## config.mk

```make
export PLATFORM = sky130hd
export DESIGN_NAME = cavlc_bit_packer
export DESIGN_NICKNAME = d
export VERILOG_FILES = /design/src/rtl/cavlc_pkg.sv /design/src/rtl/cavlc_code_align.sv /design/src/rtl/cavlc_bit_packer.sv
export SDC_FILE = /design/constraint.sdc
export NUM_CORES = 1
export LEC_CHECK = 0
export CORE_ASPECT_RATIO = 0.9
export CORE_UTILIZATION = 59
export DETAILED_ROUTE_END_ITERATION = 8
export GPL_TIMING_DRIVEN = 0
export PLACE_DENSITY = 0.86
export SETUP_SLACK_MARGIN = 0.3
export SYNTH_ARGS = -nofsm -noshare
export SYNTH_HDL_FRONTEND = slang
export SYNTH_SLANG_ARGS = --single-unit
```

## constraint.sdc

```tcl
create_clock -name clk -period 7.51 [get_ports clk]
set_input_delay 1.8775 -clock clk [delete_from_list [all_inputs] [get_ports clk]]
set_output_delay 1.8775 -clock clk [all_outputs]
set_load 0.02 [all_outputs]
```

## src/rtl/cavlc_pkg.sv

```systemverilog
// Shared widths, state encoding and VLC field sizes for the CAVLC bitstream path.
package cavlc_pkg;

   localparam int unsigned MAX_LEN  = 16;  // widest accepted code
   localparam int unsigned LEN_W    = 5;   // holds 0..MAX_LEN
   localparam int unsigned WORD_W   = 32;  // output word width
   localparam int unsigned ACC_W    = 48;  // 31 residual + 16 incoming bits fit
   localparam int unsigned CNT_W    = 6;   // valid-bit count in the accumulator
   localparam int unsigned BITS_W   = 6;   // outBits width (1..32)
   localparam int unsigned BCNT_W   = 32;  // running bit counter

   // coeff_token lookup fields shared with the VLC tables
   localparam int unsigned CT_LEN_W = 4;   // coded as length-1
   localparam int unsigned CT_VAL_W = 16;

   typedef enum logic {
      RUN   = 1'b0,
      FLUSH = 1'b1
   } state_t;

endpackage

```

## src/rtl/cavlc_code_align.sv

```systemverilog
// Masks a right-aligned code to its length and places it just below the
// currently valid bits of the MSB-aligned accumulator.
module cavlc_code_align
   import cavlc_pkg::*;
(
   input  logic [MAX_LEN-1:0] i_bits,
   input  logic [LEN_W-1:0]   i_len,   // already saturated to MAX_LEN
   input  logic [CNT_W-1:0]   i_cnt,
   output logic [ACC_W-1:0]   o_aligned
);

   logic [MAX_LEN-1:0] w_masked;
   logic [CNT_W-1:0]   w_shift;

   // Drop bits above i_len, then shift the code up to sit after i_cnt valid bits
   always_comb begin
      w_masked  = i_bits & ~({MAX_LEN{1'b1}} << i_len);
      w_shift   = CNT_W'(ACC_W) - i_cnt - CNT_W'(i_len);
      o_aligned = ACC_W'(w_masked) << w_shift;
   end

endmodule

```

## src/rtl/cavlc_bit_packer.sv

```systemverilog
// Concatenates variable-length codes MSB-first and emits 32-bit words, with a
// flush that pads and marks the final partial word.
module cavlc_bit_packer
   import cavlc_pkg::*;
(
   input  logic               clk,
   input  logic               rst_n,
   input  logic               inValid,
   output logic               inReady,
   input  logic [LEN_W-1:0]   inLen,
   input  logic [MAX_LEN-1:0] inBits,
   input  logic               inFlush,
   output logic               outValid,
   input  logic               outReady,
   output logic [WORD_W-1:0]  outWord,
   output logic               outLast,
   output logic [BITS_W-1:0]  outBits,
   output logic               flushDone,
   output logic [BCNT_W-1:0]  bitCount
);

   localparam logic [CNT_W-1:0] WORD_CNT = CNT_W'(WORD_W);

   state_t             r_st;
   state_t             w_st_next;
   logic [ACC_W-1:0]   r_acc;
   logic [ACC_W-1:0]   w_aligned;
   logic [CNT_W-1:0]   r_cnt;
   logic [CNT_W-1:0]   w_cnt_sum;
   logic [LEN_W-1:0]   w_len;
   logic [BCNT_W-1:0]  r_bit_count;
   logic               r_flush_done;
   logic               w_flush_done_next;
   logic               w_in_ready;
   logic               w_accept;
   logic               w_out_valid;
   logic               w_out_last;
   logic               w_emit;
   logic [WORD_W-1:0]  w_out_word;
   logic [WORD_W-1:0]  w_tail_mask;
   logic [BITS_W-1:0]  w_out_bits;

   // Over-long codes saturate to MAX_LEN
   always_comb begin
      w_len     = (inLen > LEN_W'(MAX_LEN)) ? LEN_W'(MAX_LEN) : inLen;
      w_cnt_sum = r_cnt + CNT_W'(w_len);
   end

   cavlc_code_align u_align (
      .i_bits    (inBits),
      .i_len     (w_len),
      .i_cnt     (r_cnt),
      .o_aligned (w_aligned)
   );

   // State register
   always_ff @(posedge clk) begin
      if (!rst_n) r_st <= RUN;
      else        r_st <= w_st_next;
   end

   // Next state, handshakes and output word formation
   always_comb begin
      w_st_next         = r_st;
      w_in_ready        = 1'b0;
      w_accept          = 1'b0;
      w_out_valid       = 1'b0;
      w_out_last        = 1'b0;
      w_emit            = 1'b0;
      w_flush_done_next = 1'b0;
      w_out_word        = '0;
      w_out_bits        = '0;
      w_tail_mask       = ~({WORD_W{1'b1}} >> r_cnt);

      case (r_st)
         RUN: begin
            w_in_ready  = rst_n && (r_cnt < WORD_CNT);
            w_out_valid = rst_n && (r_cnt >= WORD_CNT);
            w_accept    = inValid && w_in_ready;
            // A flush that leaves nothing buffered completes immediately
            if (w_accept && inFlush) begin
               if (w_cnt_sum == '0) w_flush_done_next = 1'b1;
               else                 w_st_next         = FLUSH;
            end
         end
         FLUSH: begin
            if (r_cnt == '0) begin
               w_flush_done_next = rst_n;
               w_st_next         = RUN;
            end else begin
               w_out_valid = rst_n;
               w_out_last  = (r_cnt <= WORD_CNT);
            end
         end
         default: w_st_next = RUN;
      endcase

      w_emit = w_out_valid && outReady;
      if (w_emit && w_out_last) begin
         w_flush_done_next = 1'b1;
         w_st_next         = RUN;
      end

      if (w_out_valid) begin
         w_out_word = w_out_last ? (r_acc[ACC_W-1 -: WORD_W] & w_tail_mask)
                                 : r_acc[ACC_W-1 -: WORD_W];
         w_out_bits = w_out_last ? BITS_W'(r_cnt) : BITS_W'(WORD_W);
      end
   end

   // Accumulator, bit counters and flush-done pulse
   always_ff @(posedge clk) begin
      if (!rst_n) begin
         r_acc        <= '0;
         r_cnt        <= '0;
         r_bit_count  <= '0;
         r_flush_done <= 1'b0;
      end else begin
         r_flush_done <= w_flush_done_next;
         if (w_accept) begin
            r_acc       <= r_acc | w_aligned;
            r_cnt       <= w_cnt_sum;
            r_bit_count <= r_bit_count + BCNT_W'(w_len);
         end else if (w_emit) begin
            if (w_out_last) begin
               r_acc <= '0;
               r_cnt <= '0;
            end else begin
               r_acc <= r_acc << WORD_W;
               r_cnt <= r_cnt - WORD_CNT;
            end
         end
      end
   end

   assign inReady   = w_in_ready;
   assign outValid  = w_out_valid;
   assign outWord   = w_out_word;
   assign outLast   = w_out_last;
   assign outBits   = w_out_bits;
   assign flushDone = r_flush_done;
   assign bitCount  = r_bit_count;

endmodule

```

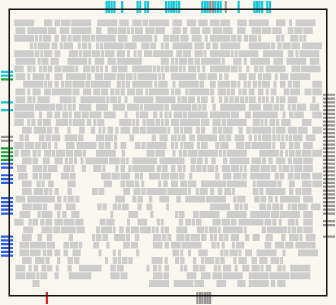
*I/O pins on the die edge*
Pins as bars across the die edge, other pins in grey.
- red: `clk` (pins 1; direction input; edge south)
- blue: `inBits` (pins 16; direction input; edge west)
- cyan: `bitCount` (pins 32; direction output; edge 28 north, 4 west)
- green: `inLen` (pins 5; direction input; edge west)
- all pins by edge: 35 east, 31 north, 27 west, 7 south

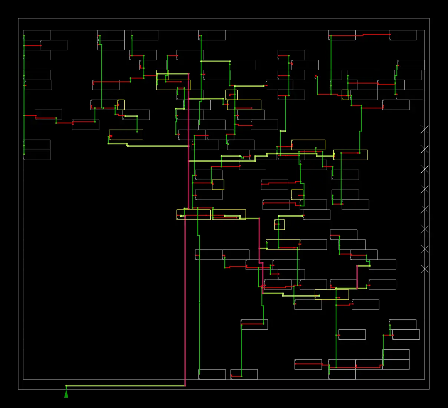
*Clock nets*
Clk Latency, worst-skew pair: 0.35 ns
Max Clock Skew: 0.00646 ns
clock-net power: 0.435 mW

==> results.yml <==
# generated from flow reports
status:
  status: "finished with violations"
  failed_checks: "design-rule violations"
power_and_ir_drop:
  comb_power_share: 0.451
  leakagePower_nw: 2.94
  switchingPower_mw: 0.792
  irDropWorstVdd_uv: 167
  switching_share: 0.443
  intPower_mw: 0.997
sta:
  rsz0062_at_grt: "false"
  fmax_mhz: 144
  slew_headroom: 0.250
  finalCritPeriodShare: 0.925
  period_minus_slack_ns: 6.95
  hold_viol: 0
  setup_viol_count_final: 0
  hold_slack_ns: 0.471
  worst_pin_slew_ns: 1.12
die:
  ios: 100
  dieArea_sq_mm: 0.0113
  floorplan.core_util: 0.618
  num_rows: 35
  core-area_sq_mm: 0.0104
  die_w_um: 112
synthesis:
  compound_area_frac: 0.275
  top_cells_by_count: "88 x dfxtp_1, 83 x nand2_1, 82 x nor2_1, 49 x a21oi_1, 45 x clkbuf_1"
  edf_count: 0
  yosysCellCount: 834
  avgSynthCellArea_sq_um: 7.73
  ys_dominant_reg_cell: "dfxtp_1"
  synth.distinct_cells: 85
  async_flop_share: 0
  postSynthSeqShare: 0.273
  synth.most_common_cell: "dfxtp_1"
  synth_simple_gate_area_share: 0.249
  ys_sh_adder: 0.0478
  synth.net_count: 882
  topCellsByArea: "dfxtp_1 27%, nand2_1 4.8%, nor2_1 4.8%, xor2_1 4.2%, a21oi_1 3.8%"
  mux_area_frac: 0.0462
  yosys.area.top_type: "dfxtp_1"
  ys_warn_count: 0
  xor_share: 0.0516
  synth.top_cell.area_share: 0.273
setup_path:
  timing.rr.end: "r_acc[19]$_SDFFE_PN0P_"
  endpoint_kind: "flop"
  cp.arrival_ns: 7.17
  cp.required_ns: 7.73
  startpoint_type: "primary input"
  worstRegToRegCells: 11
  path_class: "primary input to flop"
  reg2reg_slack_ns: 2.70
  reg2reg_from: "r_cnt[3]$_SDFFE_PN0P_"
route:
  wl_met1_mm: 9.43
  drc: 8
  routed_wl_mm: 24.8
  top_layer: "met4"
  initialDrtViolationCount: 1172
  routedWlPerCell_um: 23.1
  ant_nets: 0
  via_count: 7628
  wl_met3_mm: 3.58
worst_hold_path:
  min_to: "r_acc[13]$_SDFFE_PN0P_"
  min-delay-start: "r_acc[13]$_SDFFE_PN0P_"
  hold_depth: 2
clock_network:
  cts.htree.levels: 3
  post_cts_buffers: 0
  clock-root-buffer: "clkbuf_16"
  cts_sinks: 88
  cts-resized-gates: 0
  clk_pin_slew_ns: 0.07
  numCtsBuffers: 9
grt:
  use_met2: 0.663
  busiest_layer: "met2"
  grt_util_met1: 0.561
  grt_util_met3: 0.125
  grt_pass1_wl_mm: 38.4
  gr-total-overflow: 0
cells_and_area:
  diodes: 0
  syn2layout_area_growth_pct: 21.7
  fin_util: 0.753
  fin_cells: 1075
  fin_area_sq_mm: 0.00785
  num-fill-cells: 806
  final_nets: 989
  final_cell_mix: "96 x clkdlybuf4s50_1, 88 x dfxtp_1, 83 x nand2_1"
placed_design:
  io_buffers: 96
  dp_hpwl_mm: 18.7
  place_area_sq_mm: 0.00757
  dp_cells: 1059
  pre_cts_ws_ns: 0.417
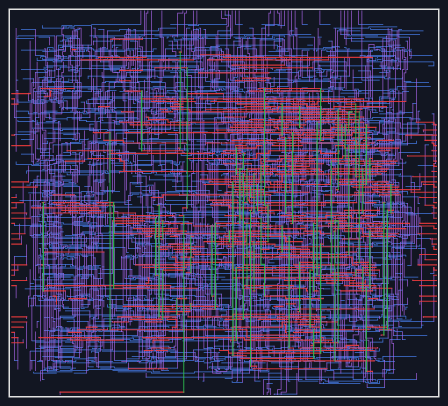
*Metal layers overlaid*
- blue: M1 (wire length 9430 um)
- green: M4 (wire length 1240 um)
- purple: M2 (wire length 10600 um)
- red: M3 (wire length 3580 um)

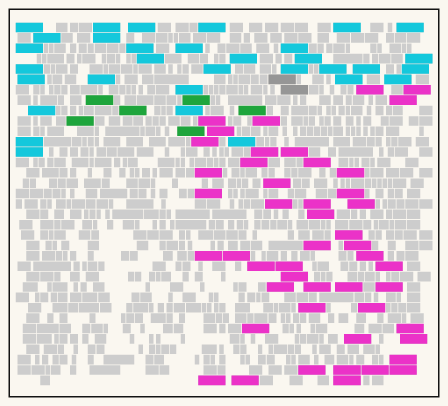
*Register map, names as in the netlist*
Other sequential cells in the stronger grey, the rest of the logic in the fainter grey.
- green: `r_cnt` (sequential cells 6)
- magenta: `r_acc` (sequential cells 48)
- cyan: `bitCount` (sequential cells 32; where a band across the top)

[layout make-up]
cell class,count,area [sq um],share of cell area
inverters,28,105,0.0134
multi-input cells,656,4310,0.550
plain buffers,62,265,0.0338
flip-flops and latches,88,1760,0.225
repair buffers,96,961,0.122
clock inverters,7,52.6,0.00670
well taps,129,161,0.0206
clock buffers,9,225,0.0287
[state kept, by name (all words and copies together) (netlist names)]
| signal | cells |
|---|---|
| bitCount | 32 |
| r_acc | 48 |
| r_st | 1 |
| r_cnt | 6 |
| flushDone | 1 |
[critical path, cell delays in order]
cell and delay, ns:
clkdlybuf4s50_1 0.73, buf_4 0.34, buf_2 0.19, nor2b_1 0.43
ha_1 0.33, inv_1 0.06, ha_1 0.16, inv_1 0.06
fa_1 0.47, clkbuf_1 0.32, clkbuf_1 0.50, buf_1 0.55
clkbuf_1 0.42, nand2_1 0.10, o221ai_1 0.45, o21ai_0 0.16
[worst max path at each step]
stage          startpoint                      to  slack, ns  depth (start not counted)
6_report         inLen[4]  r_acc[45]$_SDFFE_PN0P_       0.56                         16
2_1_floorplan    inLen[1]  r_acc[24]$_SDFFE_PN0P_       2.18                         14
4_1_cts          inLen[4]  r_acc[45]$_SDFFE_PN0P_       0.76                         16
5_1_grt          inLen[4]  r_acc[13]$_SDFFE_PN0P_       0.32                         16
3_3_place_gp     inLen[4]  r_acc[45]$_SDFFE_PN0P_       0.56                         16
3_5_place_dp     inLen[4]  r_acc[45]$_SDFFE_PN0P_       0.42                         16
[power by group through the flow]
stage | clock network [mW] | logic (mW) | registers [mW]
2_1_floorplan | 0 | 0.519 | 0.544
3_3_place_gp | 0 | 0.746 | 0.551
3_5_place_dp | 0 | 0.757 | 0.553
4_1_cts | 0.431 | 0.762 | 0.543
5_1_grt | 0.448 | 0.844 | 0.548
6_report | 0.435 | 0.808 | 0.547
Power figures rest on the tool's default switching activity, not on a simulated workload.
